--- src/rtl/alu_issue_arbiter.sv ---
// Round-robin issue arbiter sharing one pipelined ALU among NREQ requesters.
// Winner operands are registered onto the ALU bus; an in-order tag FIFO routes results back.
module alu_issue_arbiter #(
  parameter int WIDTH  = 8,
  parameter int NREQ   = 4,
  parameter int MAXOUT = 4
) (
  input  logic                  clk_i,
  input  logic                  rst_i,
  input  logic [NREQ-1:0]       req_valid_i,
  output logic [NREQ-1:0]       req_ready_o,
  input  logic [NREQ*WIDTH-1:0] req_a_i,
  input  logic [NREQ*WIDTH-1:0] req_b_i,
  input  logic [NREQ*4-1:0]     req_op_i,
  output logic [WIDTH-1:0]      alu_a_o,
  output logic [WIDTH-1:0]      alu_b_o,
  output logic [3:0]            alu_op_o,
  output logic                  alu_valid_in_o,
  input  logic [WIDTH-1:0]      alu_result_i,
  input  logic                  alu_zero_i,
  input  logic                  alu_overflow_i,
  input  logic                  alu_valid_out_i,
  output logic [NREQ-1:0]       rsp_valid_o,
  output logic [WIDTH-1:0]      rsp_result_o,
  output logic                  rsp_zero_o,
  output logic                  rsp_overflow_o,
  output logic                  err_o
);

  localparam int IW = (NREQ > 1) ? $clog2(NREQ) : 1;
  localparam int PW = $clog2(MAXOUT);
  localparam int CW = $clog2(MAXOUT + 1);

  logic [IW-1:0]    ptr_q, ptr_d;
  logic [CW-1:0]    count_q, count_d;
  logic [PW-1:0]    wrPtr_q, rdPtr_q;
  logic [IW-1:0]    tagMem_q [MAXOUT];
  logic [IW-1:0]    grantIdx, scanIdx;
  logic [NREQ-1:0]  grantVec;
  logic             found, canIssue, push, pop, popEmpty;
  int               scan;

  logic [WIDTH-1:0] aluA_q, aluB_q;
  logic [3:0]       aluOp_q;
  logic             aluValidIn_q;
  logic [NREQ-1:0]  rspValid_q;
  logic [WIDTH-1:0] rspResult_q;
  logic             rspZero_q, rspOverflow_q, err_q;

  assign pop      = alu_valid_out_i & (count_q != '0);
  assign popEmpty = alu_valid_out_i & (count_q == '0);
  assign canIssue = (count_q < CW'(MAXOUT)) | pop;

  // First valid requester at or after ptr, wrapping modulo NREQ.
  always_comb begin
    found    = 1'b0;
    grantIdx = '0;
    scan     = 0;
    scanIdx  = '0;
    for (int k = 0; k < NREQ; k++) begin
      scan    = (int'(ptr_q) + k) % NREQ;
      scanIdx = IW'(scan);
      if (!found && req_valid_i[scanIdx]) begin
        found    = 1'b1;
        grantIdx = scanIdx;
      end
    end
  end

  assign push = found & canIssue & ~rst_i;

  always_comb begin
    grantVec = '0;
    if (push) grantVec[grantIdx] = 1'b1;
  end

  assign req_ready_o = grantVec;

  always_comb begin
    ptr_d = ptr_q;
    if (push) begin
      if (grantIdx == IW'(NREQ - 1)) ptr_d = '0;
      else                           ptr_d = grantIdx + 1'b1;
    end
  end

  always_comb begin
    count_d = count_q;
    case ({push, pop})
      2'b10:   count_d = count_q + 1'b1;
      2'b01:   count_d = count_q - 1'b1;
      default: count_d = count_q;
    endcase
  end

  always_ff @(posedge clk_i or posedge rst_i) begin
    if (rst_i) begin
      ptr_q         <= '0;
      count_q       <= '0;
      wrPtr_q       <= '0;
      rdPtr_q       <= '0;
      aluA_q        <= '0;
      aluB_q        <= '0;
      aluOp_q       <= '0;
      aluValidIn_q  <= 1'b0;
      rspValid_q    <= '0;
      rspResult_q   <= '0;
      rspZero_q     <= 1'b0;
      rspOverflow_q <= 1'b0;
      err_q         <= 1'b0;
    end else begin
      ptr_q        <= ptr_d;
      count_q      <= count_d;
      aluValidIn_q <= push;
      if (push) begin
        aluA_q  <= req_a_i[grantIdx*WIDTH +: WIDTH];
        aluB_q  <= req_b_i[grantIdx*WIDTH +: WIDTH];
        aluOp_q <= req_op_i[grantIdx*4 +: 4];
        wrPtr_q <= wrPtr_q + 1'b1;
      end
      // A result with no outstanding tag is dropped and flagged, never routed.
      if (pop) begin
        rspValid_q    <= NREQ'(1) << tagMem_q[rdPtr_q];
        rspResult_q   <= alu_result_i;
        rspZero_q     <= alu_zero_i;
        rspOverflow_q <= alu_overflow_i;
        rdPtr_q       <= rdPtr_q + 1'b1;
      end else begin
        rspValid_q <= '0;
      end
      if (popEmpty) err_q <= 1'b1;
    end
  end

  always_ff @(posedge clk_i) begin
    if (push) tagMem_q[wrPtr_q] <= grantIdx;
  end

  assign alu_a_o        = aluA_q;
  assign alu_b_o        = aluB_q;
  assign alu_op_o       = aluOp_q;
  assign alu_valid_in_o = aluValidIn_q;
  assign rsp_valid_o    = rspValid_q;
  assign rsp_result_o   = rspResult_q;
  assign rsp_zero_o     = rspZero_q;
  assign rsp_overflow_o = rspOverflow_q;
  assign err_o          = err_q;

endmodule

--- config.mk ---
export PLATFORM = sky130hd
export DESIGN_NAME = alu_issue_arbiter
export DESIGN_NICKNAME = d
export VERILOG_FILES = /design/src/rtl/alu_issue_arbiter.sv
export SDC_FILE = /design/constraint.sdc
export NUM_CORES = 1
export LEC_CHECK = 0
export ABC_AREA = 1
export ABC_CLOCK_PERIOD_IN_PS = 3400
export CAP_MARGIN = 15
export CORE_ASPECT_RATIO = 0.9
export CORE_UTILIZATION = 45
export DETAILED_ROUTE_END_ITERATION = 8
export PLACE_DENSITY = 0.92
export SYNTH_ARGS = -nofsm -noshare
export SYNTH_HDL_FRONTEND = slang
export SYNTH_SLANG_ARGS = --single-unit
export TNS_END_PERCENT = 50
--- constraint.sdc ---
create_clock -name clk_i -period 3.4 [get_ports clk_i]
set_clock_uncertainty 0.05 [all_clocks]
set_input_delay 1.02 -clock clk_i [delete_from_list [all_inputs] [get_ports clk_i]]
set_output_delay 1.02 -clock clk_i [all_outputs]
set_load 0.01 [all_outputs]
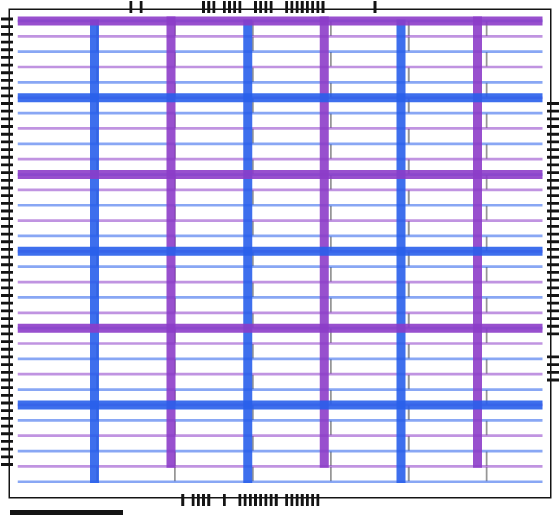
(images/power_grid.png)
The bar under the picture is 20 um long. Pins as bars on the die edge. Tap cells in gray.
legend:
  blue:
    net: VSS
  purple:
    net: VDD
met1 rails: 31
rows: 30
tap cells: 96
met4 straps: 6
Worst VDD drop: 0.705 mV
core area: 7580 um2
die height: 86.3 um

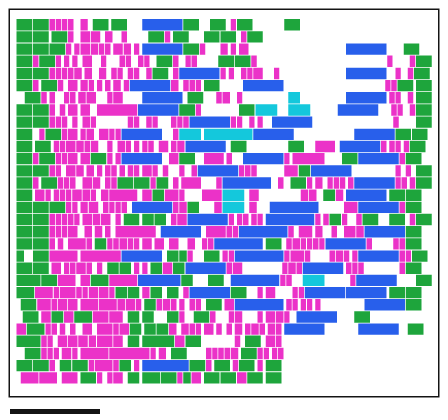
(images/placement_by_type.png)
The bar under the picture is 20 um long.
legend:
  blue:
    class: flops
    cells: 53
  cyan:
    class: clock drivers and dummy loads
    cells: 8
  green:
    class: other buffers and delay cells
    cells: 170
  magenta:
    class: combinational and other logic
    cells: 453
fin area: 5500 um2
row count: 30
final core occ: 0.726
Seq/total area: 0.249

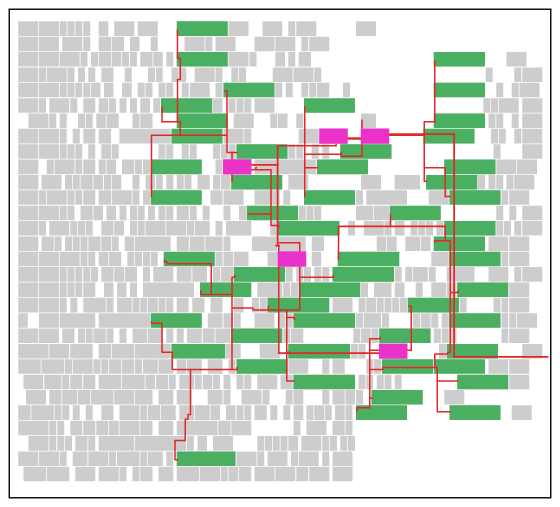
(images/clk_routes.png)
legend:
  magenta:
    item: clock drivers
    count: 5
  red:
    item: clock wires
    length: 584 um
  green:
    item: flip-flops
    count: 53
routed clock nets: 6

==> impl_metrics.yaml <==
# physical design summary
clocking:
  post_cts_buffers: 9
critical_path:
  crit_chain: "buf_8 > nand2_1 > nand2_2 > nand2_1 > inv_2 > nor2_1 > nand3_4 > nand3_4 > buf_12 > ha_4 > inv_1 > nor2_1 > buf_2"
  cp_slowest_stage_delay_ns: 0.23
  worstPathArrival_ns: 2.56
  cp_max_fo: 4
  crit_path_end: "req_ready_o[2]"
cells_and_area:
  regArea_um2: 1370
  seq_cells: 53
  layout.nets: 790
logic_synthesis:
  netlist.area_leader.share: 0.317
  synthFlopType: "dfrtp_1"
  synthTopLogicFamily: "simple AND/OR/NAND/NOR gates"
  ys_ff: 53
  simple_gate_area_frac: 0.388
  xor_share: 0.00987
outcome:
  failed_checks: "setup timing"
  status: "complete, but fails checks"
grt:
  grt_pass1_vias: 3753
  grt_use_met1: 0.315
  busiest_layer: "met2"
sta:
  fmax_mhz: 276
  layout_setup_ws_ns: -0.227
  setup_violations: 5
placement:
  portBuffers: 136
  gp_congestion: 0.839
floorplanning:
  pin_count: 137
pwr:
  p_seq_uw: 1160
  clock_power_share: 0.074
  top_power_group: "combinational cells"
Power and IR drop assume default switching activity.
